**src/rtl/fcmp_pipe.sv**
```systemverilog
// Two-stage binary32 compare (feq/flt/fle) with valid/ready on both sides.
// Stage 1 registers operand classification, stage 2 registers the result and drives the outputs.
module fcmp_pipe #(
  parameter int LAT         = 2,
  parameter bit RESERVED_NV = 1'b1
) (
  input  logic        clk,
  input  logic        rstn,
  input  logic        in_valid,
  output logic        in_ready,
  input  logic [1:0]  op,
  input  logic [31:0] x1,
  input  logic [31:0] x2,
  output logic        out_valid,
  input  logic        out_ready,
  output logic        y,
  output logic        nv,
  output logic        nv_sticky,
  input  logic        nv_clr
);

  generate
    if (LAT != 2) begin : g_lat_chk
      $error("fcmp_pipe: only LAT=2 is supported");
    end
  endgenerate

  typedef struct packed {
    logic [1:0] op;
    logic       nan1;
    logic       nan2;
    logic       snan1;
    logic       snan2;
    logic       zero1;
    logic       zero2;
    logic       sign1;
    logic       sign2;
    logic       mag_lt;
    logic       mag_eq;
  } cls_t;

  cls_t s1_q, s1_d;
  logic s1_valid_q, s1_valid_d;
  logic s2_valid_q, s2_valid_d;
  logic y_q, y_d, nv_q, nv_d;
  logic nv_sticky_q, nv_sticky_d;
  logic init_q;
  logic s1_adv, accept;
  logic in_nan1, in_nan2;
  logic any_nan, both_zero, eq, lt, res_y, res_nv;

  always_comb begin
    s1_adv     = !s2_valid_q || out_ready;
    // init_q keeps the unit closed while reset is asserted and until the first edge after release
    in_ready   = init_q && (!s1_valid_q || s1_adv);
    accept     = in_valid && in_ready;
    s1_valid_d = s1_adv ? accept : (s1_valid_q || accept);
    in_nan1    = (x1[30:23] == 8'hFF) && (x1[22:0] != 23'd0);
    in_nan2    = (x2[30:23] == 8'hFF) && (x2[22:0] != 23'd0);
    s1_d       = s1_q;
    if (accept) begin
      s1_d.op     = op;
      s1_d.nan1   = in_nan1;
      s1_d.nan2   = in_nan2;
      s1_d.snan1  = in_nan1 && !x1[22];
      s1_d.snan2  = in_nan2 && !x2[22];
      s1_d.zero1  = (x1[30:0] == 31'd0);
      s1_d.zero2  = (x2[30:0] == 31'd0);
      s1_d.sign1  = x1[31];
      s1_d.sign2  = x2[31];
      s1_d.mag_lt = (x1[30:0] < x2[30:0]);
      s1_d.mag_eq = (x1[30:0] == x2[30:0]);
    end
  end

  always_comb begin
    any_nan   = s1_q.nan1 || s1_q.nan2;
    both_zero = s1_q.zero1 && s1_q.zero2;
    // bitwise x1==x2 is equal magnitude plus equal sign
    eq = !any_nan && (both_zero || (s1_q.mag_eq && (s1_q.sign1 == s1_q.sign2)));
    lt = !any_nan && !both_zero &&
         ((s1_q.sign1 && !s1_q.sign2) ||
          (!s1_q.sign1 && !s1_q.sign2 && s1_q.mag_lt) ||
          (s1_q.sign1 && s1_q.sign2 && !s1_q.mag_lt && !s1_q.mag_eq));
    case (s1_q.op)
      2'b00: begin res_y = eq;       res_nv = s1_q.snan1 || s1_q.snan2; end
      2'b01: begin res_y = lt;       res_nv = any_nan;                  end
      2'b10: begin res_y = lt || eq; res_nv = any_nan;                  end
      default: begin res_y = 1'b0;   res_nv = RESERVED_NV;              end
    endcase
    s2_valid_d = s1_adv ? s1_valid_q : s2_valid_q;
    y_d        = y_q;
    nv_d       = nv_q;
    if (s1_adv && s1_valid_q) begin
      y_d  = res_y;
      nv_d = res_nv;
    end
    nv_sticky_d = nv_sticky_q;
    if (nv_clr) nv_sticky_d = 1'b0;
    if (s2_valid_q && out_ready && nv_q) nv_sticky_d = 1'b1;
  end

  always_ff @(posedge clk or negedge rstn) begin
    if (!rstn) begin
      s1_q        <= '0;
      s1_valid_q  <= 1'b0;
      s2_valid_q  <= 1'b0;
      y_q         <= 1'b0;
      nv_q        <= 1'b0;
      nv_sticky_q <= 1'b0;
      init_q      <= 1'b0;
    end else begin
      s1_q        <= s1_d;
      s1_valid_q  <= s1_valid_d;
      s2_valid_q  <= s2_valid_d;
      y_q         <= y_d;
      nv_q        <= nv_d;
      nv_sticky_q <= nv_sticky_d;
      init_q      <= 1'b1;
    end
  end

  assign out_valid = s2_valid_q;
  assign y         = y_q;
  assign nv        = nv_q;
  assign nv_sticky = nv_sticky_q;

endmodule

```
**config.mk**
```make
export PLATFORM = sky130hd
export DESIGN_NAME = fcmp_pipe
export DESIGN_NICKNAME = d
export VERILOG_FILES = /design/src/rtl/fcmp_pipe.sv
export SDC_FILE = /design/constraint.sdc
export NUM_CORES = 1
export LEC_CHECK = 0
export CAP_MARGIN = 20
export CELL_PAD_IN_SITES_DETAIL_PLACEMENT = 0
export CELL_PAD_IN_SITES_GLOBAL_PLACEMENT = 1
export CORE_ASPECT_RATIO = 1.25
export CORE_MARGIN = 5
export CORE_UTILIZATION = 25
export CTS_BUF_LIST = sky130_fd_sc_hd__clkbuf_8
export CTS_CLUSTER_DIAMETER = 100
export DETAILED_ROUTE_END_ITERATION = 8
export PLACE_DENSITY = 0.74
export SKIP_LAST_GASP = 1
export SLEW_MARGIN = 20
export SYNTH_ARGS = -nofsm -noshare
export SYNTH_HDL_FRONTEND = slang
export SYNTH_SLANG_ARGS = --single-unit
```
**constraint.sdc**
```tcl
create_clock -name clk -period 2.05 [get_ports clk]
set_clock_uncertainty 0.15 [all_clocks]
set_input_delay 0.41 -clock clk [delete_from_list [all_inputs] [get_ports clk]]
set_output_delay 0.41 -clock clk [all_outputs]
set_load 0.01 [all_outputs]
```
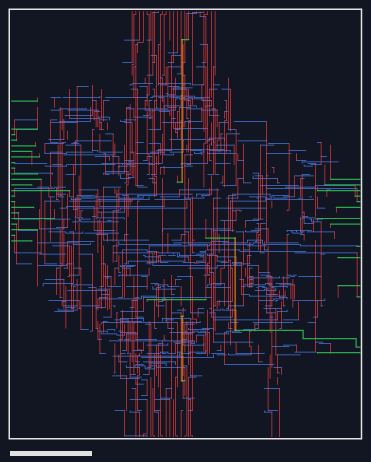
layers.png
Bar = 20 microns.
layer	colour	wire length
M3	green	230 microns
M2	red	3230 microns
M4	orange	72.8 microns
M1	blue	2240 microns

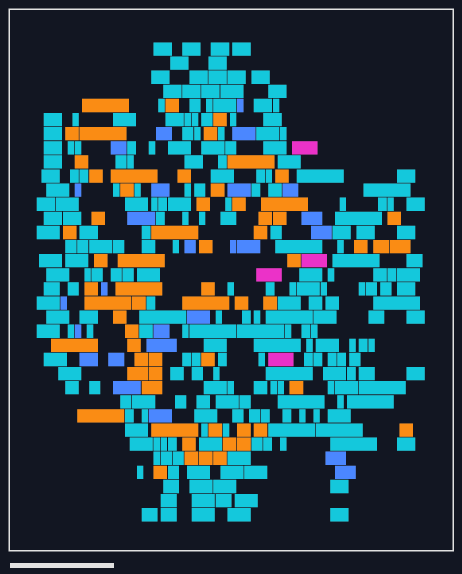
sizing.png
Bar = 20 microns.
size	colour	cells	share
x3 and x4	orange	63	19%
x1 and smaller	cyan	245	72%
x6 and larger	magenta	4	1.2%
x2	blue	26	7.7%

==> flow_summary.toml <==
# generated from flow reports
[outcome]
run_status = "finished, violations left"
failing_checks = "setup timing"

[timing]
setup_violations = 1
fin_worst_setup_slack_ps = -17.2
achievable-frequency_mhz = 484

[route]
ant_nets = 0
drcViolationCount = 0
wl_met2_microns = 3230

[yosys]
flop_cell = "dfrtp_1"
yosysTopAreaCell = "ha_1"
xor_xnor_portion_of_the_synthesized_cell_area_pct = 0
ys_chip_area_sq_mm = 0.00177
yosys_warnings = 0

[clock_tree]
post_cts_resized = 17

[pwr]
total_power_mw = 1.26
power-top-group = "combinational cells"

[place]
placement.setup.worst_slack_ps = -532

[cells_and_area]
layout_top_cells_excl_fill_tap = "buf_4 (46), clkdlybuf4s50_1 (40), inv_1 (32)"
layout.core_utilization_pct = 47.9
area.sequential_sq_um = 450
antenna_cells_inserted = 1
layout.cell_area.non_filler_sq_mm = 0.00332

[floorplanning]
design.portCount = 76

[worst_setup_path]
path_cells = "clkdlybuf4s50_1, inv_2, ha_4, a211oi_2, nor2_1, o31ai_2, a21oi_2, o41ai_2"
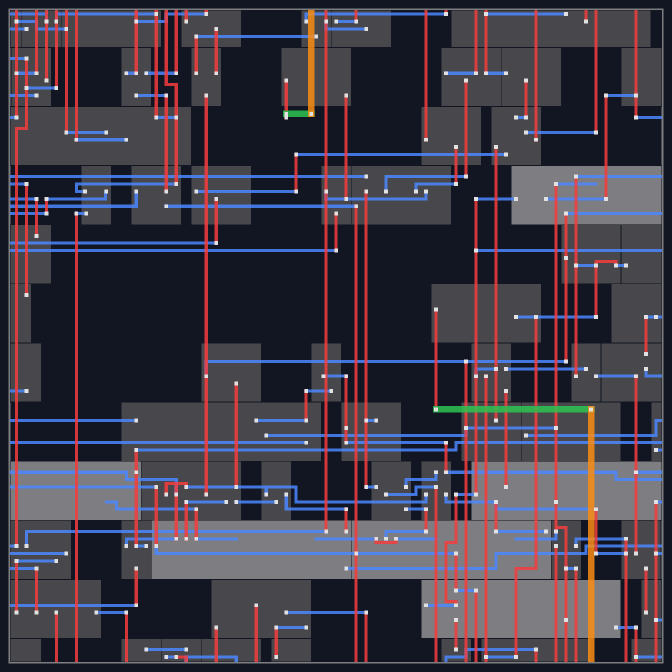
closeup.png
Window x 28 to 58, y 37 to 67 microns. Cells in grey, sequential cells in the stronger grey; small squares are vias.
layer	colour
M3	green
M2	red
M4	orange
M1	blue
sequential cells in the window	6
netlist names of flops here include	s1_q (6)
cells with their middle in the window	49
most frequent	buf_4 (10), nand2_1 (8), dfrtp_1 (6)

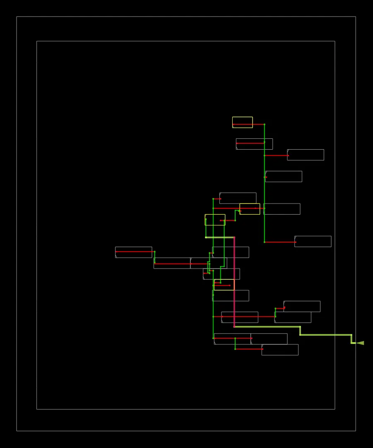
clock_nets.png
registers: 18
Clock Sinks: 18
worst-skew pair later-pin latency: 250 ps
count of clock buffers in the final design: 4

Power figures rest on the tool's default switching activity, not on a simulated workload.
